### src/rtl/ps2_pkg.sv
// Shared definitions for the PS/2 mouse packet generator and the byte-stream parser.
// The parser reads the same byte-1 bit positions, so they are defined once, here.
package ps2_pkg;

    typedef enum logic [2:0] {
        ST_IDLE,
        ST_BYTE1,
        ST_BYTE2,
        ST_BYTE3,
        ST_WAIT
    } state_t;

    // Bit positions inside packet byte 1.
    localparam int BTN_L = 0;
    localparam int BTN_R = 1;
    localparam int BTN_M = 2;
    localparam int SYNC  = 3;
    localparam int XS    = 4;
    localparam int YS    = 5;
    localparam int XO    = 6;
    localparam int YO    = 7;

    localparam int PKT_BYTES = 3;

    // btn is {middle, right, left}. The sync bit is always set so the parser can frame the stream.
    function automatic logic [7:0] make_byte1(
        input logic [2:0] btn,
        input logic       x_ovf,
        input logic       y_ovf,
        input logic       x_sign,
        input logic       y_sign
    );
        logic [7:0] b;
        b        = '0;
        b[BTN_L] = btn[0];
        b[BTN_R] = btn[1];
        b[BTN_M] = btn[2];
        b[SYNC]  = 1'b1;
        b[XS]    = x_sign;
        b[YS]    = y_sign;
        b[XO]    = x_ovf;
        b[YO]    = y_ovf;
        return b;
    endfunction

endpackage

### src/rtl/ps2_axis_encode.sv
// Converts one 16-bit signed displacement to the 9-bit PS/2 axis value and its overflow flag.
// Purely combinational. The top level instantiates one per axis.
module ps2_axis_encode #(
    parameter bit SAT = 1'b1
) (
    input  logic [15:0] value,
    output logic        ovf,
    output logic [8:0]  enc
);

    // A value fits in 9-bit two's complement only if bits [15:8] all equal the new sign bit.
    // NOTE: every output of a combinational block gets a default first, so no path can infer a latch.
    always_comb begin
        ovf = (value[15:8] != {8{value[8]}});
        enc = value[8:0];
        if (SAT && ovf) begin
            enc = value[15] ? 9'h100 : 9'h0FF;
        end
    end

endmodule

### src/rtl/ps2_packet_tx.sv
// Accepts one motion sample per handshake and emits it as a 3-byte PS/2 mouse packet.
// All outputs are registered. No combinational path exists from inputs to outputs.
module ps2_packet_tx
    import ps2_pkg::*;
#(
    parameter int GAP = 0,
    parameter bit SAT = 1'b1
) (
    input  logic        clk,
    input  logic        reset,
    input  logic        in_valid,
    output logic        in_ready,
    input  logic [2:0]  in_btn,
    input  logic [15:0] in_dx,
    input  logic [15:0] in_dy,
    output logic [7:0]  out_byte,
    output logic        out_valid,
    input  logic        out_ready,
    output logic        out_first,
    output logic        out_last,
    output logic [15:0] pkt_count
);

    localparam logic [3:0] GAP_LOAD = (GAP > 0) ? 4'(GAP - 1) : 4'd0;

    state_t     state;
    logic [3:0] gap_cnt;
    logic [7:0] byte2_q;
    logic [7:0] byte3_q;

    logic       x_ovf;
    logic       y_ovf;
    logic [8:0] x_v;
    logic [8:0] y_v;
    logic [7:0] byte1_d;

    ps2_axis_encode #(.SAT(SAT)) u_enc_x (
        .value (in_dx),
        .ovf   (x_ovf),
        .enc   (x_v)
    );

    ps2_axis_encode #(.SAT(SAT)) u_enc_y (
        .value (in_dy),
        .ovf   (y_ovf),
        .enc   (y_v)
    );

    assign byte1_d = make_byte1(in_btn, x_ovf, y_ovf, x_v[8], y_v[8]);

    // NOTE: state registers use non-blocking assignments so every flop samples pre-edge values.
    always_ff @(posedge clk) begin
        if (reset) begin
            state     <= ST_IDLE;
            in_ready  <= 1'b1;
            out_valid <= 1'b0;
            out_first <= 1'b0;
            out_last  <= 1'b0;
            out_byte  <= 8'h00;
            byte2_q   <= 8'h00;
            byte3_q   <= 8'h00;
            gap_cnt   <= 4'd0;
            pkt_count <= 16'd0;
        end else begin
            case (state)
                ST_IDLE: begin
                    // The sample is encoded and captured here. Later input changes do not affect this packet.
                    if (in_valid) begin
                        out_byte  <= byte1_d;
                        byte2_q   <= x_v[7:0];
                        byte3_q   <= y_v[7:0];
                        out_valid <= 1'b1;
                        out_first <= 1'b1;
                        in_ready  <= 1'b0;
                        state     <= ST_BYTE1;
                    end
                end
                ST_BYTE1: begin
                    if (out_ready) begin
                        out_byte  <= byte2_q;
                        out_first <= 1'b0;
                        state     <= ST_BYTE2;
                    end
                end
                ST_BYTE2: begin
                    if (out_ready) begin
                        out_byte <= byte3_q;
                        out_last <= 1'b1;
                        state    <= ST_BYTE3;
                    end
                end
                ST_BYTE3: begin
                    if (out_ready) begin
                        out_byte  <= 8'h00;
                        out_valid <= 1'b0;
                        out_last  <= 1'b0;
                        pkt_count <= pkt_count + 16'd1;
                        if (GAP == 0) begin
                            in_ready <= 1'b1;
                            state    <= ST_IDLE;
                        end else begin
                            gap_cnt <= GAP_LOAD;
                            state   <= ST_WAIT;
                        end
                    end
                end
                ST_WAIT: begin
                    if (gap_cnt == 4'd0) begin
                        in_ready <= 1'b1;
                        state    <= ST_IDLE;
                    end else begin
                        gap_cnt <= gap_cnt - 4'd1;
                    end
                end
                default: begin
                    in_ready  <= 1'b1;
                    out_valid <= 1'b0;
                    out_first <= 1'b0;
                    out_last  <= 1'b0;
                    state     <= ST_IDLE;
                end
            endcase
        end
    end

endmodule

### config.mk
export PLATFORM = sky130hd
export DESIGN_NAME = ps2_packet_tx
export DESIGN_NICKNAME = d
export VERILOG_FILES = /design/src/rtl/ps2_pkg.sv /design/src/rtl/ps2_axis_encode.sv /design/src/rtl/ps2_packet_tx.sv
export SDC_FILE = /design/constraint.sdc
export NUM_CORES = 1
export LEC_CHECK = 0
export ABC_AREA = 0
export CAP_MARGIN = 5
export CORE_MARGIN = 1.5
export CORE_UTILIZATION = 43
export DETAILED_ROUTE_END_ITERATION = 8
export GPL_ROUTABILITY_DRIVEN = 0
export PLACE_DENSITY_LB_ADDON = 0.05
export REMOVE_ABC_BUFFERS = 1
export SLEW_MARGIN = 20
export SYNTH_ARGS = -nofsm -noshare
export SYNTH_HDL_FRONTEND = slang
export SYNTH_HIERARCHICAL = 1
export SYNTH_SLANG_ARGS = --single-unit
### constraint.sdc
create_clock -name clk -period 2.35 [get_ports clk]
set_clock_uncertainty 0.2 [all_clocks]
set_input_delay 0.5875 -clock clk [delete_from_list [all_inputs] [get_ports clk]]
set_output_delay 0.5875 -clock clk [all_outputs]
set_load 0.01 [all_outputs]
==> impl_metrics.tcl, run 1 <==
# metrics dict for downstream scripts
set metrics [dict create \
    cts_buffers 5 \
    rsz0062_at_grt "false" \
    pre_cts_ws_ns -0.150 \
    p_leak_nw 1.29 \
    largest_register "pkt_count" \
    top_usage_layer "met2" \
    synth_area_per_cell_um2 8.28 \
    inv_count 8 \
    seqPwrFrac_pct 38.8 \
    post_cts.repair.setup_buffers 0 \
    final_cell_mix "clkdlybuf4s50_1 (65), nand2_1 (46), dfxtp_1 (46), nor2_1 (30), a21oi_1 (23)" \
    num-nonclk-buffers 81 \
    synthArstFlopShare_pct 0 \
    final_core_util_pct 62.0 \
    regToRegSetupSlack_ns 0.22 \
    area_delta_synth_final_pct 38.8 \
    drtIter0Drc 112 \
    synthTopLogicFamily "simple AND/OR/NAND/NOR gates" \
    ctsHoldBuffers 0 \
    cts_tree "done" \
    route.vias.total 2123 \
    hold_class "reg2reg" \
    wl_met3_um 176 \
    crit_arrival_ns 2.15 \
    synth.cellmix.simpleShare_pct 24.6 \
    critPathKind "in2reg" \
    seqAreaFraction_pct 28.9 \
    p_sw_share_pct 35.4 \
    p_switching_uw 919 \
    use_met2_pct 33.0 \
    dominantRegCellSynth "dfxtp_1" \
    die_y_um 76.1 \
    largest_register_ffs 16 \
    ys_types 36 \
    whs_endpoint "byte2_q[2]" \
    ir_drop_v 0.000490 \
    syn_inst 277 \
    via_per_inst 5.04 \
    yosys_area_um2 2290 \
    status "complete, no violations" \
    clock_power_share_pct 19.6 \
    clock_latency_ns 0.30 \
    grt_use_total_pct 19.6 \
    nFillCells 504 \
]
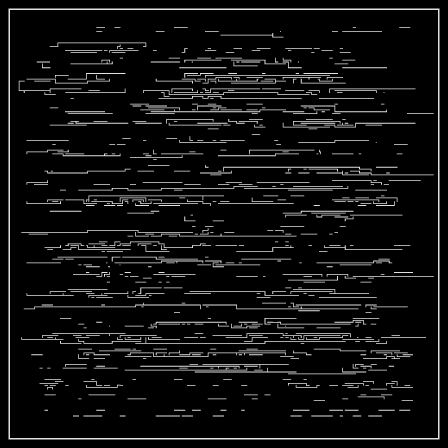
Fig. 1. Signal wires on met1 (run 1).
- wire length on this layer: 2560 um
- nets with wire on the layer: 355
- longest straight run: 24.1 um
- share of all routed wire: 48%

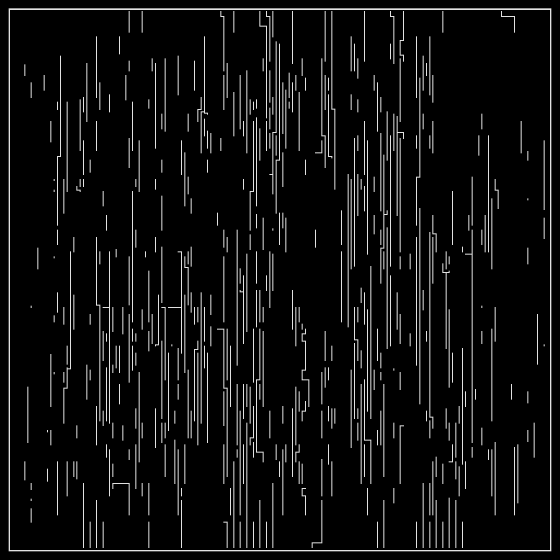
Fig. 2. M2 wires (run 1).
- longest straight run: 29.9 um
- nets with wire on the layer: 322
- wire length on this layer: 2490 um

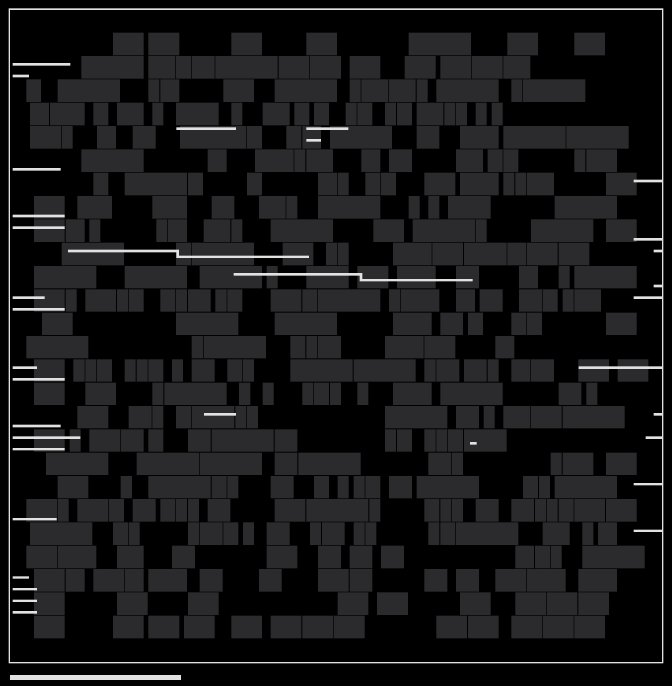
Fig. 3. Metal 3 (run 1).
Bar = 20 um.
- nets with wire on the layer: 30
- wire length on this layer: 176 um
- longest straight run: 15.2 um
- main direction: horizontal
- share of all routed wire: 3.3%

==> run 2, diff against run 1 <==
--- a/config.mk
+++ b/config.mk
@@ -7,10 +7,12 @@
 export LEC_CHECK = 0
 export ABC_AREA = 0
 export CAP_MARGIN = 5
-export CORE_MARGIN = 1.5
+export CORE_MARGIN = 2
 export CORE_UTILIZATION = 43
+export CTS_CLUSTER_SIZE = 24
 export DETAILED_ROUTE_END_ITERATION = 8
 export GPL_ROUTABILITY_DRIVEN = 0
+export HOLD_SLACK_MARGIN = 0.08
 export PLACE_DENSITY_LB_ADDON = 0.05
 export REMOVE_ABC_BUFFERS = 1
 export SLEW_MARGIN = 20
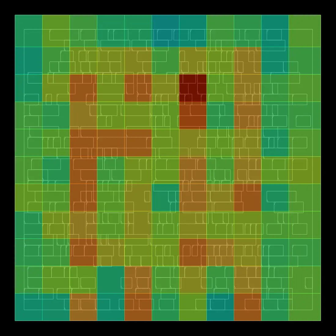
Fig. 4. Congestion heat map (run 2).
Final Util: 61.6%
routing usage on met1: 23.3%

==> run 2 against run 1 <==
- setup slack got worse by 0.040 ns
- clock power fell by 12%
- global-route usage is 1.3 points lower
- sequential share of layout area rose by 0.17 points
- combinational power about the same
- critical path type unchanged
==> impl_metrics.tcl, run 2 <==
# metrics dict for downstream scripts
set metrics [dict create \
    status "complete, no violations" \
    yosys-mux-area-fraction_pct 6.27 \
    wire_per_inst_um 12.5 \
    area_delta_synth_final_pct 38.0 \
    synth.top_cells.by_area "dfxtp_1 (40%), nand2_1 (7.5%), a21o_1 (5.2%)" \
    grt_use_total_pct 18.2 \
    drtIter0Drc 98 \
    highest_layer "met4" \
    via_per_inst 5.09 \
    ctsHoldBuffers 0 \
    setup_viol 0 \
    hold_class "reg2reg" \
    nFillCells 500 \
    seqPwrFrac_pct 39.6 \
    clock_latency_ns 0.29 \
    use_met2_pct 30.1 \
    maxSlewViolCount 0 \
    synth_area_per_cell_um2 8.28 \
    clock_power_share_pct 17.5 \
    dominantRegCellSynth "dfxtp_1" \
    antenna_found_initial 0 \
    period_used_pct 93.8 \
    cts_tree "done" \
    syn_inst 277 \
    fin_cells 420 \
    p_leak_nw 1.28 \
    r2r-start "state[0]" \
    wl_met3_um 235 \
    top_usage_layer "met2" \
    synthTopLogicFamily "simple AND/OR/NAND/NOR gates" \
    ys_sh_aoi_pct 17.4 \
    yosys_cells 277 \
    route.vias.total 2139 \
    post_cts.repair.setup_buffers 0 \
    overflow 0 \
    largest_register_ffs 16 \
    die_y_um 77.1 \
    ys_types 36 \
    final_cell_mix "clkdlybuf4s50_1 (65), nand2_1 (46), dfxtp_1 (46), nor2_1 (30), a21oi_1 (23)" \
    seqAreaFraction_pct 29.1 \
    synth.cellmix.simpleShare_pct 24.6 \
    critPathKind "in2reg" \
    ir_drop_v 0.000563 \
    synthArstFlopShare_pct 0 \
    die-area_um2 5940 \
    grt_pass1_wl_um 8750 \
    crit_arrival_ns 2.19 \
    cts_buffers 5 \
    p_sw_share_pct 34.8 \
    yosys_area_um2 2290 \
    largest_register "pkt_count" \
    num-nonclk-buffers 81 \
    regToRegSetupSlack_ns 0.27 \
    slowest_stage "clkdlybuf4s50_1" \
    combPwrFrac_pct 42.9 \
    p_switching_uw 890 \
]
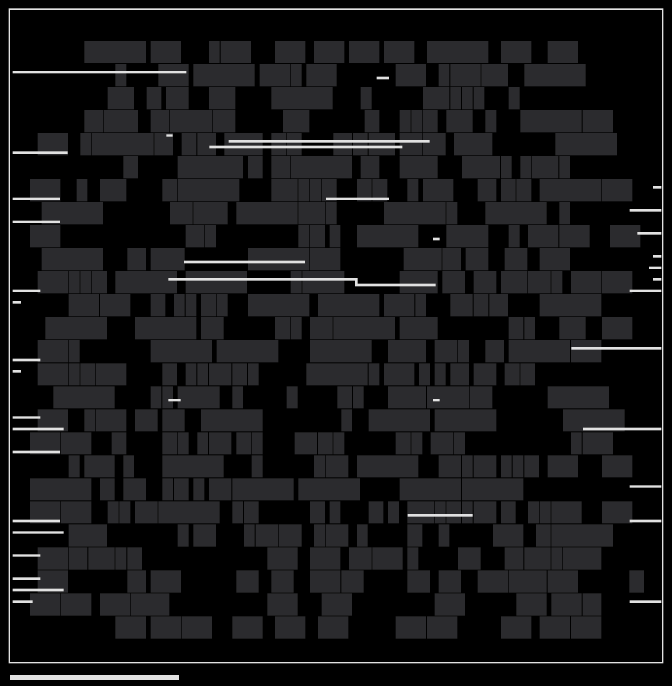
Fig. 5. Metal 3 (run 2).
Bar = 20 um.
- nets with wire on the layer: 34
- longest straight run: 23.5 um

Power is estimated from default activity; no workload was simulated.
